==> config.mk <==
export PLATFORM = sky130hd
export DESIGN_NAME = alu_sequencer
export DESIGN_NICKNAME = d
export VERILOG_FILES = /design/src/rtl/alu_sequencer.sv
export SDC_FILE = /design/constraint.sdc
export NUM_CORES = 1
export LEC_CHECK = 0
export ABC_CLOCK_PERIOD_IN_PS = 6000
export CORE_AREA = 2 2 60 90
export DETAILED_ROUTE_END_ITERATION = 8
export DIE_AREA = 0 0 62 92
export HOLD_SLACK_MARGIN = 0.12
export PLACE_DENSITY = 0.9
export SLEW_MARGIN = 10
export SYNTH_ARGS = -nofsm -noshare
export SYNTH_HDL_FRONTEND = slang
export SYNTH_SLANG_ARGS = --single-unit
==> constraint.sdc <==
create_clock -name clk -period 6 [get_ports clk]
set_clock_uncertainty 0.2 [all_clocks]
set_input_delay 1.2 -clock clk [delete_from_list [all_inputs] [get_ports clk]]
set_output_delay 1.2 -clock clk [all_outputs]
set_load 0.005 [all_outputs]
==> src/rtl/alu_sequencer.sv <==
// Multi-cycle controller for 8080 register/immediate ALU instructions.
// Owns the accumulator and flag byte and drives the shared 8-bit ALU.
module alu_sequencer #(
  parameter int unsigned MEM_TIMEOUT = 255,
  parameter logic [7:0]  ACC_RESET   = 8'h00,
  parameter logic [7:0]  FLAG_RESET  = 8'h02
) (
  input  logic       clk,
  input  logic       reset,
  input  logic       op_valid,
  input  logic [7:0] op_code,
  output logic       op_ready,
  input  logic       acc_wr,
  input  logic [7:0] acc_wdata,
  output logic [2:0] rf_raddr,
  input  logic [7:0] rf_rdata,
  output logic       mem_req,
  output logic       mem_imm,
  input  logic       mem_ack,
  input  logic [7:0] mem_data,
  output logic [7:0] alu_opra,
  output logic [7:0] alu_oprb,
  output logic       alu_cin,
  output logic [2:0] alu_sel,
  input  logic [7:0] alu_res,
  input  logic       alu_cout,
  input  logic       alu_zout,
  input  logic       alu_sout,
  input  logic       alu_parity,
  input  logic       alu_auxcar,
  output logic [7:0] acc,
  output logic [7:0] flags,
  output logic       done,
  output logic       err
);

  typedef enum logic [2:0] {
    IDLE  = 3'd0,
    RDREG = 3'd1,
    MEMRD = 3'd2,
    EXEC  = 3'd3,
    DONE  = 3'd4
  } state_t;

  localparam logic [7:0] TMO_LAST   = 8'(MEM_TIMEOUT - 1);
  // Bits 5 and 3 are hard zero and bit 1 hard one, whatever the parameter says.
  localparam logic [7:0] FLAG_INIT  = (FLAG_RESET & 8'hD7) | 8'h02;

  state_t     state_reg, state_next;
  logic [7:0] acc_reg, acc_next;
  logic [7:0] flags_reg, flags_next;
  logic [7:0] opcode_reg, opcode_next;
  logic [7:0] operand_reg, operand_next;
  logic [7:0] count_reg, count_next;
  logic       err_reg, err_next;

  logic       op_is_reg;
  logic       op_is_mem;

  assign op_is_reg = (op_code[7:6] == 2'b10) && (op_code[2:0] != 3'b110);
  assign op_is_mem = op_code[7] && (op_code[2:0] == 3'b110);

  always_ff @(posedge clk or posedge reset) begin
    if (reset) begin
      state_reg   <= IDLE;
      acc_reg     <= ACC_RESET;
      flags_reg   <= FLAG_INIT;
      opcode_reg  <= 8'h00;
      operand_reg <= 8'h00;
      count_reg   <= 8'h00;
      err_reg     <= 1'b0;
    end else begin
      state_reg   <= state_next;
      acc_reg     <= acc_next;
      flags_reg   <= flags_next;
      opcode_reg  <= opcode_next;
      operand_reg <= operand_next;
      count_reg   <= count_next;
      err_reg     <= err_next;
    end
  end

  always_comb begin
    state_next   = state_reg;
    acc_next     = acc_reg;
    flags_next   = flags_reg;
    opcode_next  = opcode_reg;
    operand_next = operand_reg;
    count_next   = count_reg;
    err_next     = err_reg;

    case (state_reg)
      IDLE: begin
        if (acc_wr) begin
          acc_next = acc_wdata;
        end
        if (op_valid) begin
          opcode_next = op_code;
          count_next  = 8'h00;
          err_next    = 1'b0;
          if (op_is_reg) begin
            state_next = RDREG;
          end else if (op_is_mem) begin
            state_next = MEMRD;
          end else begin
            err_next   = 1'b1;
            state_next = DONE;
          end
        end
      end

      RDREG: begin
        // sss=111 names the accumulator itself, which lives here, not in the register file.
        operand_next = (opcode_reg[2:0] == 3'b111) ? acc_reg : rf_rdata;
        state_next   = EXEC;
      end

      MEMRD: begin
        if (mem_ack) begin
          operand_next = mem_data;
          state_next   = EXEC;
        end else if (count_reg == TMO_LAST) begin
          err_next   = 1'b1;
          state_next = DONE;
        end else begin
          count_next = count_reg + 8'h01;
        end
      end

      EXEC: begin
        flags_next = {alu_sout, alu_zout, 1'b0, alu_auxcar, 1'b0, alu_parity, 1'b1, alu_cout};
        if (opcode_reg[5:3] != 3'b111) begin
          acc_next = alu_res;
        end
        state_next = DONE;
      end

      DONE: begin
        state_next = IDLE;
      end

      default: begin
        state_next = IDLE;
      end
    endcase
  end

  assign op_ready = (state_reg == IDLE);
  assign mem_req  = (state_reg == MEMRD);
  assign mem_imm  = opcode_reg[6];
  assign rf_raddr = opcode_reg[2:0];
  assign done     = (state_reg == DONE);
  assign err      = (state_reg == DONE) && err_reg;

  assign alu_opra = acc_reg;
  assign alu_oprb = operand_reg;
  assign alu_cin  = flags_reg[0];
  assign alu_sel  = opcode_reg[5:3];

  assign acc      = acc_reg;
  assign flags    = flags_reg;

endmodule

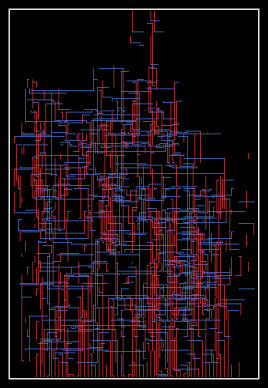
*Metal layers overlaid, run 1*
Drawn at 4 px/µm. Two of the layers only.
- met2: red (wire length 3170 µm)
- met1: blue (wire length 2070 µm)
Routed Wire Length: 5660 µm
detailed-route via count: 1934
routed length per placed instance: 15.5 µm

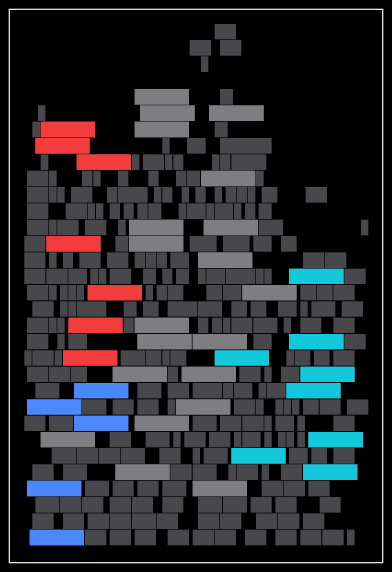
*Register map, names as in the netlist, run 1*
Drawn at 6 px/µm. Other sequential cells in the stronger grey, the rest of the logic in the fainter grey.
- `alu_oprb`: cyan (placed flops 8)
- `opcode_reg`: red (placed flops 7)
- `flags`: blue (placed flops 5; where lower left)
- not coloured: 20

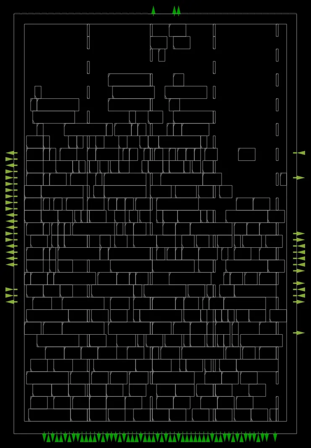
*Placed standard cells, run 1*
Finished Core Util: 61.9%
Post-Layout Cell Count: 366
cell row count: 32

==> writeup.txt, run 1 <==
The stage logs contain a warning count of 27. The post-detailed-route via-to-cell ratio is 5.28. The run gives 0 for the count of hold-fix buffers inserted at cts.

For the number of antenna violations at the first check in global routing, the log shows 0. According to the CTS report, the clock sink count is 40. According to the Yosys statistics, the synthesized design has a chip area of 0.00217 mm².

With the biggest cell delay along the critical path at 0.69 ns, the number of buffers created by CTS is 5. The final number of max-transition violations is 0, and the final hold violation count is 0. The timing report shows that the slowest cell on the worst path is sky130_fd_sc_hd__or3b_1. The synthesized netlist contains 39 unique library cells.

The flow ran to the end, and the final reports show no timing, DRC or antenna violations. The run gives 4.60 ns for the endpoint required time on the critical path. The horizontal extent of the die is 62 µm. STA lists the maximum fanout along the critical path as 18. The run reported a max-capacitance violation count of 0. The number of port buffers was 90.

Dividing the final minimum period by the clock period gives 58.6%. The tools report the tally of filler cells in the layout as 427. The proportion of register bits with asynchronous set or reset after synthesis came out at 100%. In the synthesized netlist, the number of instances is 222. The critical path goes through or3b_1 -> inv_1 -> clkdlybuf4s50_1. The most frequently used flop master after synthesis was sky130_fd_sc_hd__dfrtp_1. The worst reg-to-reg path cell count was 4. With the count of cells along the worst hold path at 1, the worst voltage drop across the vdd grid is 0.324 mV.

The first global-routing pass estimated 9140 µm of wire. TritonCTS built the clock tree. The number of flops mapped to enable cells by yosys was 0. At the end of the flow, the number of nets in the layout was 349. For this run, the final setup violation count is recorded as 0.

The deepest level of the CTS H-tree was 2; the portion of synthesized cell area occupied by the leading cell type was 46.2%. The tools report the startpoint kind of the worst setup timing path as a flip-flop. Average size of a mapped cell: 9.76 µm². For the number of global-route vias before repair, the log shows 1962. Global routing consumed, over all layers together, 21.2% of the routing resources. Entering global routing, the biggest net connects 41 pins. The most common cell in the netlist is sky130_fd_sc_hd__nand2_1. Timing analysis after detailed placement gives a worst setup slack of 2.81 ns. Across all checked pins, the minimum headroom to the slew limit is 60.0%. The clock reaches the later pin of the worst-skew pair after 0.29 ns. The area added between synthesis and finish works out to 42.9%. The logs give 0 for the final antenna diode count and 2.11 ns for the arrival time reported for the critical path endpoint. After detailed routing, the number of remaining DRC violations is 0. The root buffer cell chosen for the clock tree is sky130_fd_sc_hd__clkbuf_8. Summing all non-filler instances in the final layout gives an area of 0.00310 mm².

The number of gates resized after CTS was 0. The count of cell instances traversed by the critical path was 3. The mapped netlist covers 0.00217 mm².

Looking at area per cell type in the netlist, the leader is sky130_fd_sc_hd__dfrtp_1. The number of nets with antenna violations after routing is 0. For the post-CTS repair timing setup buffer count, the log shows 0.

STA classifies the critical path endpoint as a primary output. The post-layout minimum cycle time is 3.51 ns, and the actual slew at the worst max-slew pin is 0.600 ns. Setup total negative slack on the finished layout was measured at 0 ns. The violation tally recorded at the end of detailed-routing iteration 0 is 102.

The highest clock rate this design can be run at is 285 MHz. Yosys reported a register bit count of 40. The sequential-to-total area share from yosys stat was 46.2%; the areal power density over the cells was 430 mW/mm².

The initial standard-cell utilization of the core was 43.3%. The HPWL reported at the end of detailed placement was 4280 µm; the total buffers and inverters traversed by the critical path was 2. With the post-route worst setup slack at 2.49 ns, the layout cell share with drive strength beyond 1 is 11.7%. By area the synthesized netlist is led by sky130_fd_sc_hd__dfrtp_1, sky130_fd_sc_hd__mux2_2, sky130_fd_sc_hd__nand2_1. The placed instances occupy a cell area of 0.00301 mm². The die is 92 µm tall.

Chip footprint: 0.00570 mm². By startpoint and endpoint, the worst setup path is classified as flip-flop to primary output. The number of cells reported by Yosys stat comes to 222. The run gives 94 for the top-level port count. Placer's final routability congestion estimate: 0.877. The remaining global-route overflow came out at 0. With the clock transition at the register clock pins on the worst setup and hold paths after CTS at 0.07 ns, the core area is 0.00500 mm².

Sorting the synthesized cells by how often they occur yields sky130_fd_sc_hd__nand2_1, sky130_fd_sc_hd__dfrtp_1, sky130_fd_sc_hd__mux2_2, sky130_fd_sc_hd__buf_4, sky130_fd_sc_hd__nor2_1. The tools report the number of buffers on the longest clock path as 2. According to the report, the first pass of detailed routing completed in 4 iterations. Largest delay contributor family on the critical path: simple AND/OR/NAND/NOR gates. The script extracted a total leakage power of 1.36 nW. The synthesis report lists the Yosys warning total as 0. The tightest min-delay check is of the flip-flop to flip-flop type. Setup repair after global routing left no endpoint under its margin.
## run 1: path summary, 6_finish.rpt
path	startpoint	to	slack, ns
setup / recovery	state_reg[0]	mem_req	2.49
min in group asynchronous	reset	acc[7]	1.13
max in group asynchronous	reset	state_reg[2]	4.12
hold reg to reg	alu_oprb[3]	alu_oprb[3]	0.28
setup reg to reg	state_reg[2]	acc[3]	3.60
hold / removal	alu_oprb[3]	alu_oprb[3]	0.28
## run 1: cells in the final DEF (no fill, tap or decap), types with 3 or more instances in the layout
cell and count:
sky130_fd_sc_hd__a21o_1 9, sky130_fd_sc_hd__a21oi_1 7, sky130_fd_sc_hd__a311oi_1 8, sky130_fd_sc_hd__clkbuf_8 5
sky130_fd_sc_hd__clkdlybuf4s50_1 90, sky130_fd_sc_hd__conb_1 3, sky130_fd_sc_hd__dfrtp_1 40, sky130_fd_sc_hd__inv_1 8
sky130_fd_sc_hd__mux2_2 21, sky130_fd_sc_hd__nand2_1 43, sky130_fd_sc_hd__nand3_1 8, sky130_fd_sc_hd__nor2_1 13
sky130_fd_sc_hd__o21ai_0 7
## run 1: worst reg2reg max path: cells and delay by family (launching register included)
family / cells / cell delay [ns]
AND-OR/OR-AND: 1 / 0.41
flip-flops: 1 / 0.50
multiplexers: 2 / 0.64
AND/OR/NAND/NOR: 1 / 0.54
## run 1: power breakdown
| group | internal, W | switching [W] | leakage [nW] |
|---|---|---|---|
| sequential | 0.000382 | 0.000110 | 0.500 |
| clock | 0.0000810 | 0.0000937 | 0.0479 |
| combinational | 0.000406 | 0.000259 | 0.810 |
## run 1: final cells by class
cell class                      instances  area [µm²]  area share, %
Sequential cell                        40        1000           32.3
Tap cell                               68        85.1           2.75
Multi-Input combinational cell        151         983           31.8
Inverter                                8        30.0          0.970
Clock inverter                          3        18.8          0.606
Timing Repair Buffer                   91         908           29.3
Clock buffer                            5        68.8           2.22
## run 1: kinds of logic (layout without fill, tap and decap cells)
| family | count (synthesis) | in the layout | synth area share [%] |
|---|---|---|---|
| xor+xnor | 1 | 1 | 0.404 |
| mux | 23 | 23 | 11.8 |
| flops | 40 | 40 | 46.2 |
| simple gates | 84 | 84 | 19.2 |
| fa+ha+maj | 2 | 2 | 1.16 |
| buf+inv | 32 | 107 | 8.55 |
| compound gates | 38 | 38 | 12.2 |
| other cells | 2 | 3 | 0.347 |
## run 1: metrics by stage
step	hold slack [ns]	total power, W	std cells
after floorplan	0.249	0.000834	223
after global placement	0.259	0.00114	358
after detailed placement	0.265	0.00116	358
after CTS	0.282	0.00135	366
after global routing	0.309	0.00142	366
final	0.281	0.00133	366
## run 1: layer usage
metal | part of all wire, % | up-vias | GRT usage, % | wire, µm
met3 | 5.3 | 13 | 3.53 | 298
met5 | 0 | - | 0 | 0
met1 | 37 | 950 | 24.1 | 2070
met2 | 56 | 70 | 37.9 | 3170
li1 | - | 901 | - | -
met4 | 2.1 | 0 | 7.27 | 120
### Metal 3, run 1

Drawn at 4 px/µm.
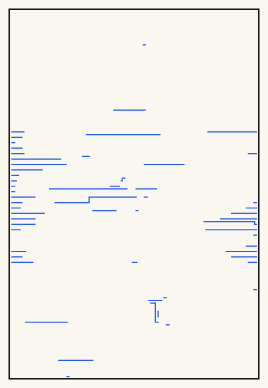

==> inputs of run 2 (changes only) <==
- ABC_CLOCK_PERIOD_IN_PS: 6000 -> 3100
- CORE_AREA: 2 2 60 90 -> 2 2 65 98
- DIE_AREA: 0 0 62 92 -> 0 0 67 100
- PLACE_DENSITY: 0.9 -> 0.81
- clock period: 6 -> 3.1 ns (I/O delays scaled with it)
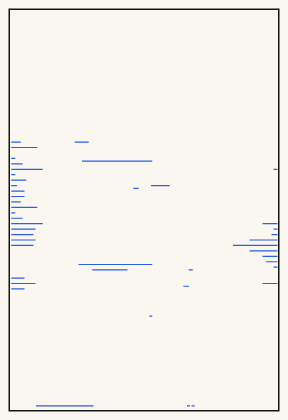
*Metal 3, run 2*
Drawn at 4 px/µm.
- wire length on this layer: 193 µm
- share of all routed wire: 3.4%
- main direction: horizontal
- longest straight run: 18.2 µm

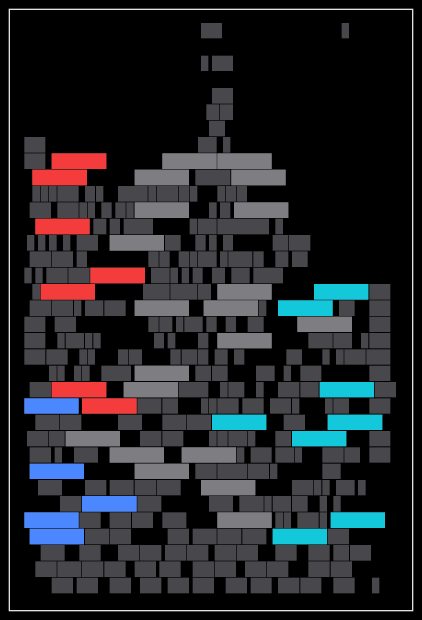
*Register map, names as in the netlist, run 2*
Drawn at 6 px/µm. Other sequential cells in the stronger grey, the rest of the logic in the fainter grey.
- `opcode_reg`: red (placed flops 7)
- `alu_oprb`: cyan (placed flops 8)
- `flags`: blue (placed flops 5; where lower left)
- not coloured: 20

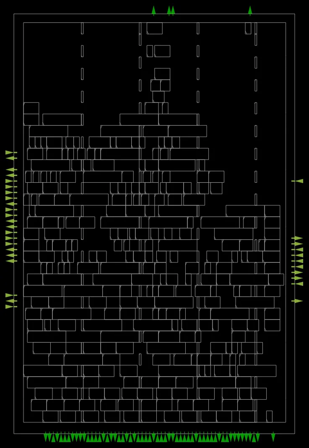
*Placed standard cells, run 2*
Post-Layout Cell Count: 374
Filler Cell Count: 564
cell row count: 35
inserted tap cell count: 74

==> run 2 against run 1 <==
Effect of this change: utilization fell by 9.4 points; highest routed layer unchanged; register-to-register slack worse by 2.7 ns; global-route usage down 2.9 points; wire length fell by 1.1%; critical path type unchanged.
==> writeup.txt, run 2 <==
The pin count of the biggest net entering global routing is 41 (unchanged). The most frequently used flop master after synthesis is sky130_fd_sc_hd__dfrtp_1. The tools report the proportion of power drawn by combinational gates as 49.6% (-0.3 points).

In this build the clock could be raised as far as 380 MHz. The global-route track usage on met2 was 31.2% (-6.8 points); the post-detailed-route via-to-cell ratio was 4.97 (-5.9%). The tools report the core area as 0.00596 mm² (+19%). The height of the die was 100 µm (+8.7%); the area of the multi-input gates was 983 µm² (unchanged).

Type of the most critical hold path: flip-flop to flip-flop. For the worst-case headroom to the max-slew limit, the log shows 61.3% (+1.3 points). The startpoint kind of the worst setup timing path is a flip-flop.

The tally of OpenROAD warnings is 27 (unchanged), and the final antenna diode count is 0 (unchanged). The clock transition at the register clock pins on the worst setup and hold paths after CTS was 0.07 ns (about the same). The tools report the area taken by flip-flops and latches as 0.00100 mm² (unchanged).

The tools report the clock insertion delay at the later pin of the skew report as 0.29 ns (about the same). The count of hold-fix buffers inserted at cts is 0 (unchanged), and the clock network fraction of design power is 13.6% (+0.5 points). With the actual slew at the worst max-slew pin at 0.580 ns (-0.0192 ns), the total track usage is 18.3% (-2.9 points).

With the number of global-route vias before repair at 1964 (+0.10%), the post-CTS repair timing setup buffer count is 0 (unchanged). The chip footprint is 0.00670 mm² (+17%). For the initial standard-cell utilization of the core, the log shows 36.4% (-6.9 points).

The total of flip-flops plus latches after synthesis works out to 40 (unchanged). CTS root buffer: sky130_fd_sc_hd__clkbuf_8. The violation tally from detailed-route iteration zero is 74 (-27%). The post-synthesis adder-cell area fraction was 1.16% (unchanged); the switching power total was 0.000888 W (+92%). TritonCTS built the clock tree. With the post-synthesis simple-gate area fraction at 19.2% (unchanged), the number of port buffers is 90 (unchanged). The run gives 0.00217 mm² (unchanged) for the total cell area reported by yosys after synthesis. Synthesized-area fraction occupied by xor and xnor cells: 0.404% (unchanged).

The run gives 351 (+0.57%) as the count of nets after finishing. The horizontal extent of the die works out to 67 µm (+8.1%). The arrival time reported for the critical path endpoint is 1.81 ns (-0.30 ns), and the areal power density over the cells is 831 mW/mm² (+93%). The static leakage is 1.37 nW (+0.84%), and the compound-gate portion of the synthesized area is 12.2% (unchanged).

The first-pass iteration count of the detailed router was 4 (unchanged). The final timing report derives a shortest allowable period of 2.63 ns. Switching share of power: 34.2% (-0.52 points).

The total standard cell area after synthesis is 0.00217 mm² (unchanged). Sorting the synthesized cells by area gives the leading types as sky130_fd_sc_hd__dfrtp_1, sky130_fd_sc_hd__mux2_2, sky130_fd_sc_hd__nand2_1. The overall routed net length is 5600 µm (-1.1%).

The number of instances resized during post-cts repair was 0 (unchanged). The most common cell in the netlist is sky130_fd_sc_hd__nand2_1. By count the netlist is led by sky130_fd_sc_hd__nand2_1, sky130_fd_sc_hd__dfrtp_1, sky130_fd_sc_hd__mux2_2, sky130_fd_sc_hd__buf_4, sky130_fd_sc_hd__nor2_1.

The final hold violation count is 0 (unchanged). The number of flops mapped to enable cells by yosys was 0 (unchanged). The tools report the sequential-to-total area share from yosys stat as 46.2% (unchanged). Looking at the setup timing report, the critical path kind is flip-flop to primary output. The final setup TNS came out at 0 ns (unchanged).

The flow measured a signed area growth from synthesis to layout of 44.2%. The worst-case setup slack after placement was 0.527 ns (-2.28 ns). Type of destination of the critical path: a primary output. The flow ran to the end, and the final reports show no timing, DRC or antenna violations. The average size of a mapped cell was 9.76 µm² (unchanged); the sequential group share of total power was 36.7% (-0.2 points). The top fanout value on the critical path came out at 9 (-9). For the final number of max-transition violations, the log shows 0 (unchanged). Post-synthesis instance total: 222 (unchanged).

The final clock period utilization by the worst path works out to 84.9%. The run gives 1859 (-3.9%) as the total number of vias. The run gives 39 (unchanged) for the distinct cell type count after synthesis.
## run 2: worst max-delay path, cell delays in order, from the launching register on
cell,delay [ns]
sky130_fd_sc_hd__dfrtp_1,0.52
sky130_fd_sc_hd__or3b_1,0.45
sky130_fd_sc_hd__inv_1,0.06
sky130_fd_sc_hd__clkdlybuf4s50_1,0.49
## run 2: final cells by class
cell class,count,share of cell area [%]
multi-input cells,151,31.5
well taps,74,2.96
repair buffers,93,29.6
inverters,8,0.962
flip-flops and latches,40,32.1
clock inverters,2,0.321
clock buffers,6,2.64
## run 2: kinds of logic after synthesis
kind of cell | after synthesis
fa+ha+maj | 2
simple gates | 84
other cells | 2
compound gates | 38
buf+inv | 32
flops | 40
mux | 23
xor+xnor | 1
## run 2: worst paths after layout
path	from	endpoint	slack [ns]	depth (start not counted)
max	state_reg[0]	mem_req	0.47	3
min	alu_oprb[3]	alu_oprb[3]	0.28	1
max reg2reg	state_reg[0]	acc[6]	0.90	4
min reg2reg	alu_oprb[3]	alu_oprb[3]	0.28	1
max in group asynchronous	reset	alu_oprb[3]	1.80	3
min in group asynchronous	reset	acc[1]	0.55	3
## run 2: routing by layer
| metal | vias up | routed length (µm) |
|---|---|---|
| met2 | 48 | 2960 |
| li1 | 907 | - |
| met4 | 0 | 136 |
| met5 | - | 0 |
| met1 | 894 | 2310 |
| met3 | 10 | 192 |
## run 2: power groups by stage
| stage | sequential (W) | combinational (W) | clock (W) |
|---|---|---|---|
| after floorplan | 0.000895 | 0.000719 | 0 |
| after global placement | 0.000950 | 0.00128 | 0 |
| after detailed placement | 0.000963 | 0.00130 | 0 |
| after CTS | 0.000954 | 0.00130 | 0.000365 |
| after global routing | 0.000988 | 0.00141 | 0.000386 |
| final | 0.000953 | 0.00129 | 0.000354 |
## run 2: per-stage QoR
step                instances  util [%]  hold slack, ns  power [W]  cell area [µm²]
floorplan                 223         -           0.249    0.00161             2170
global placement          366      50.9           0.258    0.00223             3030
detailed placement        366      50.9           0.265    0.00226             3030
CTS                       374      52.4           0.281    0.00262             3120
global route              374      52.4           0.286    0.00278             3120
finish                    374      52.4           0.278    0.00260             3120
Power figures rest on the tool's default switching activity, not on a simulated workload.
